[config.mk]
export PLATFORM = sky130hd
export DESIGN_NAME = wash_phase_timer
export DESIGN_NICKNAME = d
export VERILOG_FILES = /design/src/rtl/washer_pkg.sv /design/src/rtl/wash_phase_timer_tick_gen.sv /design/src/rtl/wash_phase_timer.sv
export SDC_FILE = /design/constraint.sdc
export NUM_CORES = 1
export LEC_CHECK = 0
export ABC_AREA = 1
export CORE_AREA = 3 3 52 102
export DETAILED_ROUTE_END_ITERATION = 12
export DIE_AREA = 0 0 55 105
export PLACE_DENSITY_LB_ADDON = 0.1
export SLEW_MARGIN = 20
export SYNTH_ARGS = -nofsm -noshare
export SYNTH_HDL_FRONTEND = slang
export SYNTH_HIERARCHICAL = 1
export SYNTH_SLANG_ARGS = --single-unit
[constraint.sdc]
create_clock -name clk -period 2.9 [get_ports clk]
set_clock_uncertainty 0.05 [all_clocks]
set_input_delay 0.58 -clock clk [delete_from_list [all_inputs] [get_ports clk]]
set_output_delay 0.58 -clock clk [all_outputs]
set_load 0.03 [all_outputs]
[src/rtl/washer_pkg.sv]
// Values shared by the washer controller and its phase timer so both sides
// agree on durations, tick rate and state encodings.
package washer_pkg;

    localparam int DEF_CLK_DIV = 50_000_000;
    localparam int DEF_CNT_W   = 8;

    localparam int DEF_T_FILL  = 10;
    localparam int DEF_T_WASH  = 30;
    localparam int DEF_T_DRAIN = 8;
    localparam int DEF_T_RINSE = 20;
    localparam int DEF_T_SPIN  = 15;

    typedef enum logic [2:0] {
        ST_IDLE  = 3'd0,
        ST_FILL  = 3'd1,
        ST_WASH  = 3'd2,
        ST_DRAIN = 3'd3,
        ST_RINSE = 3'd4,
        ST_SPIN  = 3'd5,
        ST_DONE  = 3'd6
    } wash_state_e;

    typedef struct packed {
        logic tf;
        logic tw;
        logic td;
        logic tr;
        logic ts;
    } phase_done_t;

    // Register width needed to count 0..modulus-1, never less than one bit.
    function automatic int cnt_width(input int modulus);
        return (modulus > 1) ? $clog2(modulus) : 1;
    endfunction

endpackage

[src/rtl/wash_phase_timer_tick_gen.sv]
// Prescaler producing a registered one-cycle tick every CLK_DIV clocks,
// with a synchronous clear that restarts the period from zero.
module tick_gen
    import washer_pkg::*;
#(
    parameter int CLK_DIV = DEF_CLK_DIV
) (
    input  logic clk,
    input  logic reset,
    input  logic clr,
    output logic tick,
    output logic wrap
);

    localparam int             PW   = cnt_width(CLK_DIV);
    localparam logic [PW-1:0]  LAST = PW'(CLK_DIV - 1);

    generate
        if (CLK_DIV < 1) begin : g_bad_clk_div
            $error("tick_gen: CLK_DIV must be 1 or more");
        end
    endgenerate

    logic [PW-1:0] cnt_q, cnt_d;
    logic          tick_q, tick_d;

    // High on the edge where the prescaler rolls over; suppressed by clr.
    assign wrap = ~clr & (cnt_q == LAST);

    // NOTE: every output of a combinational block gets a default first so no latch is inferred.
    always_comb begin
        cnt_d  = cnt_q;
        tick_d = 1'b0;
        if (clr) begin
            cnt_d = '0;
        end else if (wrap) begin
            cnt_d  = '0;
            tick_d = 1'b1;
        end else begin
            cnt_d = cnt_q + PW'(1);
        end
    end

    // NOTE: state flops use non-blocking assignments so all registers update together at the edge.
    always_ff @(posedge clk or posedge reset) begin
        if (reset) begin
            cnt_q  <= '0;
            tick_q <= 1'b0;
        end else begin
            cnt_q  <= cnt_d;
            tick_q <= tick_d;
        end
    end

    assign tick = tick_q;

endmodule

[src/rtl/wash_phase_timer.sv]
// Elapsed-seconds counter and phase-done compares feeding the washer
// controller; the controller restarts timing with the R strobe.
module wash_phase_timer
    import washer_pkg::*;
#(
    parameter int CLK_DIV = DEF_CLK_DIV,
    parameter int CNT_W   = DEF_CNT_W,
    parameter int T_FILL  = DEF_T_FILL,
    parameter int T_WASH  = DEF_T_WASH,
    parameter int T_DRAIN = DEF_T_DRAIN,
    parameter int T_RINSE = DEF_T_RINSE,
    parameter int T_SPIN  = DEF_T_SPIN
) (
    input  logic             clk,
    input  logic             reset,
    input  logic             R,
    output logic             Tf,
    output logic             Tw,
    output logic             Td,
    output logic             Tr,
    output logic             Ts,
    output logic             tick,
    output logic [CNT_W-1:0] elapsed
);

    localparam longint CNT_MAX = (longint'(1) << CNT_W) - 1;

    generate
        if (T_FILL < 1 || longint'(T_FILL) > CNT_MAX) begin : g_bad_t_fill
            $error("wash_phase_timer: T_FILL out of range");
        end
        if (T_WASH < 1 || longint'(T_WASH) > CNT_MAX) begin : g_bad_t_wash
            $error("wash_phase_timer: T_WASH out of range");
        end
        if (T_DRAIN < 1 || longint'(T_DRAIN) > CNT_MAX) begin : g_bad_t_drain
            $error("wash_phase_timer: T_DRAIN out of range");
        end
        if (T_RINSE < 1 || longint'(T_RINSE) > CNT_MAX) begin : g_bad_t_rinse
            $error("wash_phase_timer: T_RINSE out of range");
        end
        if (T_SPIN < 1 || longint'(T_SPIN) > CNT_MAX) begin : g_bad_t_spin
            $error("wash_phase_timer: T_SPIN out of range");
        end
    endgenerate

    logic wrap;

    tick_gen #(
        .CLK_DIV (CLK_DIV)
    ) u_tick_gen (
        .clk   (clk),
        .reset (reset),
        .clr   (R),
        .tick  (tick),
        .wrap  (wrap)
    );

    logic [CNT_W-1:0] elapsed_q, elapsed_d;

    // Counts on the prescaler's rollover edge and sticks at all-ones.
    always_comb begin
        elapsed_d = elapsed_q;
        if (R) begin
            elapsed_d = '0;
        end else if (wrap && (elapsed_q != '1)) begin
            elapsed_d = elapsed_q + CNT_W'(1);
        end
    end

    always_ff @(posedge clk or posedge reset) begin
        if (reset) begin
            elapsed_q <= '0;
        end else begin
            elapsed_q <= elapsed_d;
        end
    end

    phase_done_t done;

    always_comb begin
        done.tf = (elapsed_q >= CNT_W'(T_FILL));
        done.tw = (elapsed_q >= CNT_W'(T_WASH));
        done.td = (elapsed_q >= CNT_W'(T_DRAIN));
        done.tr = (elapsed_q >= CNT_W'(T_RINSE));
        done.ts = (elapsed_q >= CNT_W'(T_SPIN));
    end

    assign Tf      = done.tf;
    assign Tw      = done.tw;
    assign Td      = done.td;
    assign Tr      = done.tr;
    assign Ts      = done.ts;
    assign elapsed = elapsed_q;

endmodule
Fig. 1: run 1, routed metal, one colour a layer
Two of the layers only.
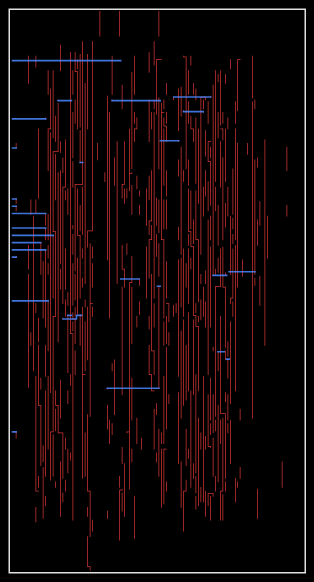
Key: M3 = blue [wire length 121 um]; M2 = red [wire length 3130 um]
drt wl/cell: 14.0 um
Vias: 1893
GRT Util Overall: 21.5%
total routed wirelength: 5.33 mm

Fig. 2: run 1, sequential cells coloured by netlist name
Scale bar: 20 um.
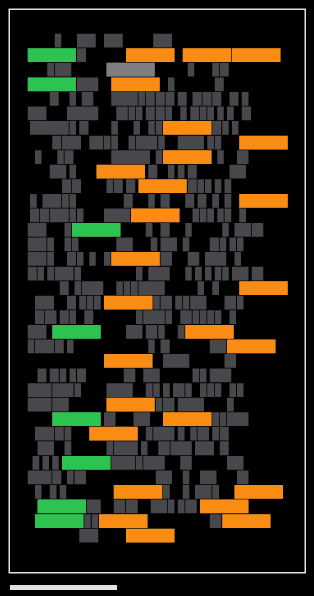
Key: u_tick_gen/cnt_q = orange [flops 26]; elapsed = green [flops 8]
Another 1 sequential cells are not coloured.
Flop area: 876 um^2
Final Util: 56.5%
P_seq: 0.495 mW
flop share of the area: 33.4%

Fig. 3: run 1, clock wiring as the flow saved it
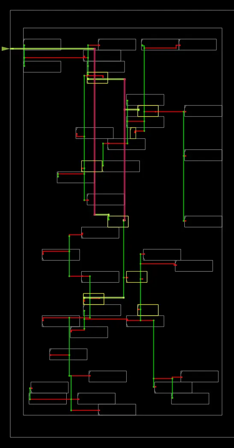
Clock buffer cells: 8
Clk power: 0.394 mW

==> Slide: Implementation Results, run 1 <==
Implementation Results

Run status
  – Outcome: finished clean

Placed design
  – Dpl ws: 0.519 ns
  – GPL Wtd Cong: roughly 0.81
  – Dpl hpwl: about 4.2 mm
  – PortBufs: 16

Worst setup path
  – CP cell instances: ha_1 > nand2_4 > o21ai_0 > clkdlybuf4s50_1
  – Worst setup EP type: primary output
  – Critical path startpoint: elapsed[1]
  – Worst path slowest cell: clkdlybuf4s50_1
  – Register-to-Register Path Depth: 12
  – Req. time, crit path: 2.27 ns
  – Crit path max-delay family: buffers and inverters
  – Critical path capture point: Ts
  – Crit path largest cell delay: 0.69 ns
  – Setup slack on the worst flop-to-flop path: roughly 0.74 ns
  – Crit-path max FO: 8
  – Crit path DAT: between 1.5 and 2 ns
  – Worst setup SP type: flip-flop
  – R2r endpoint: elapsed[7]
  – Crit path buf inv count: 1
  – WP depth: 4
  – R2R Path Start: u_tick_gen/cnt_q[0]
  – Worst Setup Path Type: flip-flop to primary output

Floorplanning
  – Die area: 5780 um^2
  – DIE HEIGHT: 105 um
  – Tapcell count: ~55
  – FP Util: just under 50%
  – Die W: around 55 um
  – Ports: 17
  – Area of the core: 4640 um^2

Yosys
  – Post-synth ARST share: 100%
  – Ys flop type: dfrtp_1
  – Max-area cell share: between 30% and 40%
  – Top comb family, area: simple AND/OR/NAND/NOR gates
  – Synth top cell by count: nand2_1
  – Yosys simple share: 40.5%
  – Synth Seq Share: 38.1%
  – Mean Syn Cell Area: 7.60 um^2
  – Mapped Nets: around 310
  – Commonest cells post-synth: nand2_1 (64), nor2_1 (43), inv_1 (39)
  – Yosys xor share: 6.49%
  – Synthesized area: around 2300 um^2
  – Aoi share: 4.74%
  – Ys flops: 35
  – Yosys stat cell total: 302
  – Adder share: 2.72%
  – Yosys warning count: 6
  – Mux share: 0%
  – Synth area leader: dfrtp_1
  – Distinct lib cells used: 26
  – Synthesis area per yosys: 2300 um^2
  – Cell area leaders: dfrtp_1 (38%), nand2_1 (10%), nand3_1 (7.6%), nor2_1 (7.0%), inv_1 (6.4%)
  – Syn Inst Count: 302

Finish
  – Mi-comb count: 224
  – Max-area cell class: combinational gates
  – Combinational share of cell area: 47.6%
  – Final nets: 333
  – Clock-cell share: 3.81%
  – FFs & Latches: 35
  – Non-clock inverters: 41
  – Antenna diodes: 0
  – Area Growth Syn to Fin: 14.3%
  – Share of layout cells above drive strength 1: 16.3%
  – Repair and plain buffers: 18
  – Fillers: 486
  – Logic area: 1250 um^2

Power
  – Comb. pwr: 0.0442 mW
  – Int Pwr: between 0.7 and 0.8 mW
  – Leak pwr: 1.20 nW
  – Overall Power: around 0.93 mW
  – Clock Power Share: between 40% and 50%
  – Sw Share: 22.7%
  – Logic pwr share: roughly 4.7%
  – Power Density: 356 nW/um^2
  – Power share of the sequential group: between 50% and 60%
  – VDD IR max: 254 uV
  – P_sw: 0.212 mW

Run
  – Max-cap violations: 0
  – Tool Warnings: 30

Global route
  – Global-route wire length before repair: about 9 mm
  – Vias in the first global route: 1977
  – Initial antenna violation count: 0
  – Gr ovfl total: 0
  – Largest net degree at the start of global routing: 28

Drt
  – Vias per inst: 4.97
  – DR pass1 iterations: 4
  – DRT iter0 DRCs: 38
  – Antenna-violating nets left: 0

STA
  – Final Hold Vio Count: 0
  – Setup TNS: 0 ns
  – Unrepaired setup endpoints after global routing: no
  – Final period utilization: between 90% and 100%
  – Final Slew Violations: 0
  – F_max: 381 MHz
  – Setup ws final: between 0.2 and 0.3 ns
  – Hold slack: 0.449 ns
  – Final setup violation count: 0
  – Relative slew slack: 76.1%
  – Worst slew pin tran: roughly 0.36 ns

Clocking
  – Sink Count: 35
  – H-tree depth: 2
  – Root buf cell: clkbuf_8
  – Post-cts hold-fix buffer tally: 0
  – CTS tree: done
  – Post-cts resize count: 0
  – Setup Buffers After CTS: 0
  – CTS Buffer Depth: 2
  – Clock-pin slew on the worst setup and hold paths: 0.07 ns
  – Clk ins delay skew pair: 0.29 ns

Worst hold path
  – Worst hold endpoint: u_tick_gen/cnt_q[0]
  – Hold path depth: 1
  – Min-Delay Path Class: flip-flop to flip-flop
run 1: sequential cells by signal, indices dropped and copies added, names as in the netlist:
| signal | flops |
|---|---|
| elapsed | 8 |
| u_tick_gen/cnt_q | 26 |
| u_tick_gen/tick | 1 |
run 1: through the flow:
stage	cell area, um^2	cells
5_1_grt	2620	381
3_3_place_gp	2520	373
2_1_floorplan	2300	302
6_report	2620	381
3_5_place_dp	2520	373
4_1_cts	2620	381
run 1: cell usage in the layout, fill, tap and decap left out:
master / Yosys / routed
nor2_2: 20 / 20
o21ai_2: 1 / 1
inv_1: 39 / 39
ha_1: 5 / 5
clkdlybuf4s50_1: 0 / 16
o21ai_0: 5 / 5
a21oi_1: 10 / 10
clkbuf_8: 0 / 7
xnor2_1: 6 / 6
nand3_2: 1 / 1
buf_4: 0 / 2
nand3_1: 35 / 35
nor2_1: 43 / 43
nand2_4: 4 / 4
a21oi_2: 1 / 1
nor3_1: 1 / 1
nand2_2: 5 / 5
xor2_1: 11 / 11
nor2_4: 8 / 8
nand2_8: 1 / 1
dfrtp_1: 35 / 35
a21oi_4: 1 / 1
clkbuf_1: 0 / 1
nand4_1: 1 / 1
clkinv_1: 1 / 1
nand2_1: 64 / 64
inv_2: 1 / 1
nor2_8: 1 / 1
run 1: worst register-to-register path: cells and delay by family (launching register included):
| kind | cells | cell delay (ns) |
|---|---|---|
| AND/OR/NAND/NOR | 6 | 0.75 |
| adder cells (fa/ha/maj) | 1 | 0.20 |
| buffers and inverters | 4 | 0.40 |
| flip-flops | 1 | 0.41 |
| AND-OR/OR-AND | 1 | 0.26 |
run 1: per-layer routing:
metal	share of wire (%)	GRT usage, %	wire, um
met1	36	21.3	1910
met5	0	0	0
met4	3.3	11.7	174
met3	2.2	3.42	120
met2	59	38.8	3130
Fig. 4: run 1, local utilization
Scale bar: 20 um. 6 x 10 tiles, from dark purple (low) to yellow (high), 0 to 100% covered.
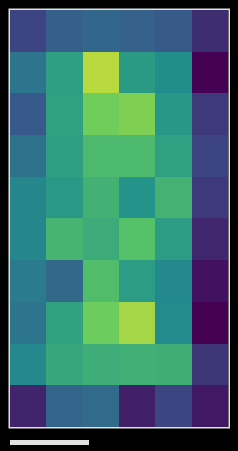

==> run 2, diff against run 1 <==
==> constraint.sdc (replaced) <==
create_clock -name clk -period 2.5 [get_ports clk]
set_clock_uncertainty 0.05 [all_clocks]
set_input_delay 0.5 -clock clk [delete_from_list [all_inputs] [get_ports clk]]
set_output_delay 0.5 -clock clk [all_outputs]
set_load 0.03 [all_outputs]
Fig. 5: run 2, local utilization
Scale bar: 20 um. 6 x 10 tiles, from dark purple (low) to yellow (high), 0 to 100% covered.
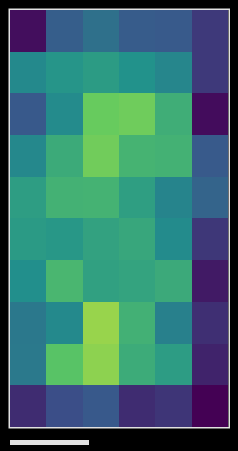
The mean over all tiles is 44%. 1.7% of the tiles are nearly empty. The fullest tile reaches 84%. 8.3% of the tiles are over 75% full. The emptiest ninth of the die: south-east. The densest ninth of the die: centre.
area of the core: 4640 um^2
Final Util: 56.7%
FP Util: 49.5%

==> Slide: Implementation Results, run 2 <==
Implementation Results

Power
  – Int Pwr: roughly 0.84 mW
  – P_sw: ~0.24 mW
  – Power share of the sequential group: around 53%
  – Clk power: 0.452 mW
  – Sw Share: 22.3%
  – Leak pwr: roughly 1.2 nW
  – Overall Power: 1.08 mW
  – P_seq: about 0.57 mW

Worst setup path
  – Critical path startpoint: elapsed[3]
  – Worst Setup Path Type: flip-flop to primary output
  – Worst setup EP type: primary output
  – R2R Path Start: u_tick_gen/cnt_q[0]
  – Setup slack on the worst flop-to-flop path: 0.44 ns
  – Crit path DAT: around 1.8 ns
  – Req. time, crit path: about 2.0 ns
  – Register-to-Register Path Depth: 12

STA
  – Final period utilization: 93.9%
  – Final Slew Violations: 0
  – Relative slew slack: ~76%
  – F_max: 426 MHz
  – Final Hold Vio Count: 0
  – Final setup violation count: 0
  – Setup ws final: 0.151 ns
  – Worst slew pin tran: 0.365 ns

Worst hold path
  – Min-Delay Path Class: input pin to asynchronous set/reset pin

Finish
  – Most frequent logic cell in the layout: nand2_1
  – Largest register FFs: 26
  – Area Growth Syn to Fin: 14.7%
  – Final nets: 334
  – Antenna diodes: 0
  – Reg with most FFs: u_tick_gen/cnt_q

Clocking
  – Root buf cell: clkbuf_8
  – Sink Count: 35
  – H-tree depth: 2
  – Setup Buffers After CTS: 0
  – CTS Buffer Depth: 2
  – CTS tree: done

Placed design
  – Dpl ws: 0.267 ns
  – Dpl hpwl: 4.21 mm

Global route
  – Gr ovfl total: 0
  – Largest net degree at the start of global routing: 26
  – Vias in the first global route: 1976
  – Met1 global-route usage: between 20% and 30%
  – M2 GR Usage: 38.8%
  – GR Util met3: between 2 and 3%
  – Initial antenna violation count: 0

Drt
  – Top sig layer: met4
  – DRT iter0 DRCs: 37
  – M1 WL: 1.93 mm
  – DR pass1 iterations: 4
  – DR WL met2: approximately 3.1 mm
  – Drt wl/cell: 13.9 um

Yosys
  – Synthesized area: about 2300 um^2
  – Synth area leader: dfrtp_1
  – Yosys warning count: 6
  – Synth top cell by count: nand2_1
  – Mean Syn Cell Area: ~7.6 um^2
  – Mapped Nets: between 300 and 400
  – Yosys stat cell total: slightly above 300
  – Distinct lib cells used: 26
  – Syn Inst Count: 302

Run status
  – Outcome: finished clean

Floorplanning
  – DIE HEIGHT: 105 um
  – Ports: 17
-- run 2: netlist changes by cell type in the layout (fill, tap and decap cells not counted), sizes merged --
cell | previous run | this run
buf | 2 | 3
clkdlybuf4s50 | 16 | 14
dlymetal6s2s | 0 | 1
dlygate4sd2 | 0 | 1
-- run 2: cell type report --
| cell class | instances | area [um^2] | area share, % |
|---|---|---|---|
| clock buffers | 8 | 100 | 3.80 |
| inverters | 41 | 154 | 5.85 |
| multi-input cells | 224 | 1250 | 47.5 |
| flip-flops and latches | 35 | 876 | 33.3 |
| well taps | 55 | 68.8 | 2.61 |
| repair buffers | 19 | 184 | 6.99 |
-- run 2: worst max-delay path: stages (launching register included) --
cell	delay, ns
dfrtp_1	0.46
nand2_1	0.17
o21ai_0	0.19
clkdlybuf4s50_1	0.70
-- run 2: how the worst max path moves through the flow --
stage	cells past startpoint	end
after global placement	4	Ts
after global routing	3	Tw
after CTS	5	Tf
after floorplan	3	Ts
final	3	Tw
after detailed placement	4	Ts
-- run 2: through the flow --
| step | util, % | std cells | instance area, um^2 | hold WS, ns |
|---|---|---|---|---|
| floorplan | - | 302 | 2300 | 0.266 |
| global placement | 54.5 | 374 | 2530 | 0.431 |
| detailed placement | 54.5 | 374 | 2530 | 0.436 |
| CTS | 56.7 | 382 | 2630 | 0.347 |
| global route | 56.7 | 382 | 2630 | 0.358 |
| finish | 56.7 | 382 | 2630 | 0.349 |
-- run 2: kinds of logic after synthesis --
logic type / share of synthesized area, %
flip-flops: 38.1
XOR/XNOR: 6.48
AND/OR/NAND/NOR: 40.5
AND-OR/OR-AND: 4.74
buffers and inverters: 7.41
adder cells (fa/ha/maj): 2.72
-- run 2: what timing repair did --
action,4_1_cts,5_1_grt
pin swaps,0,0
setup endpoints to repair,1,1
hold endpoints to repair,0,0
hold buffers,0,0
gates resized,1,1
No activity file was given, so power comes from the tool's default toggle rates.
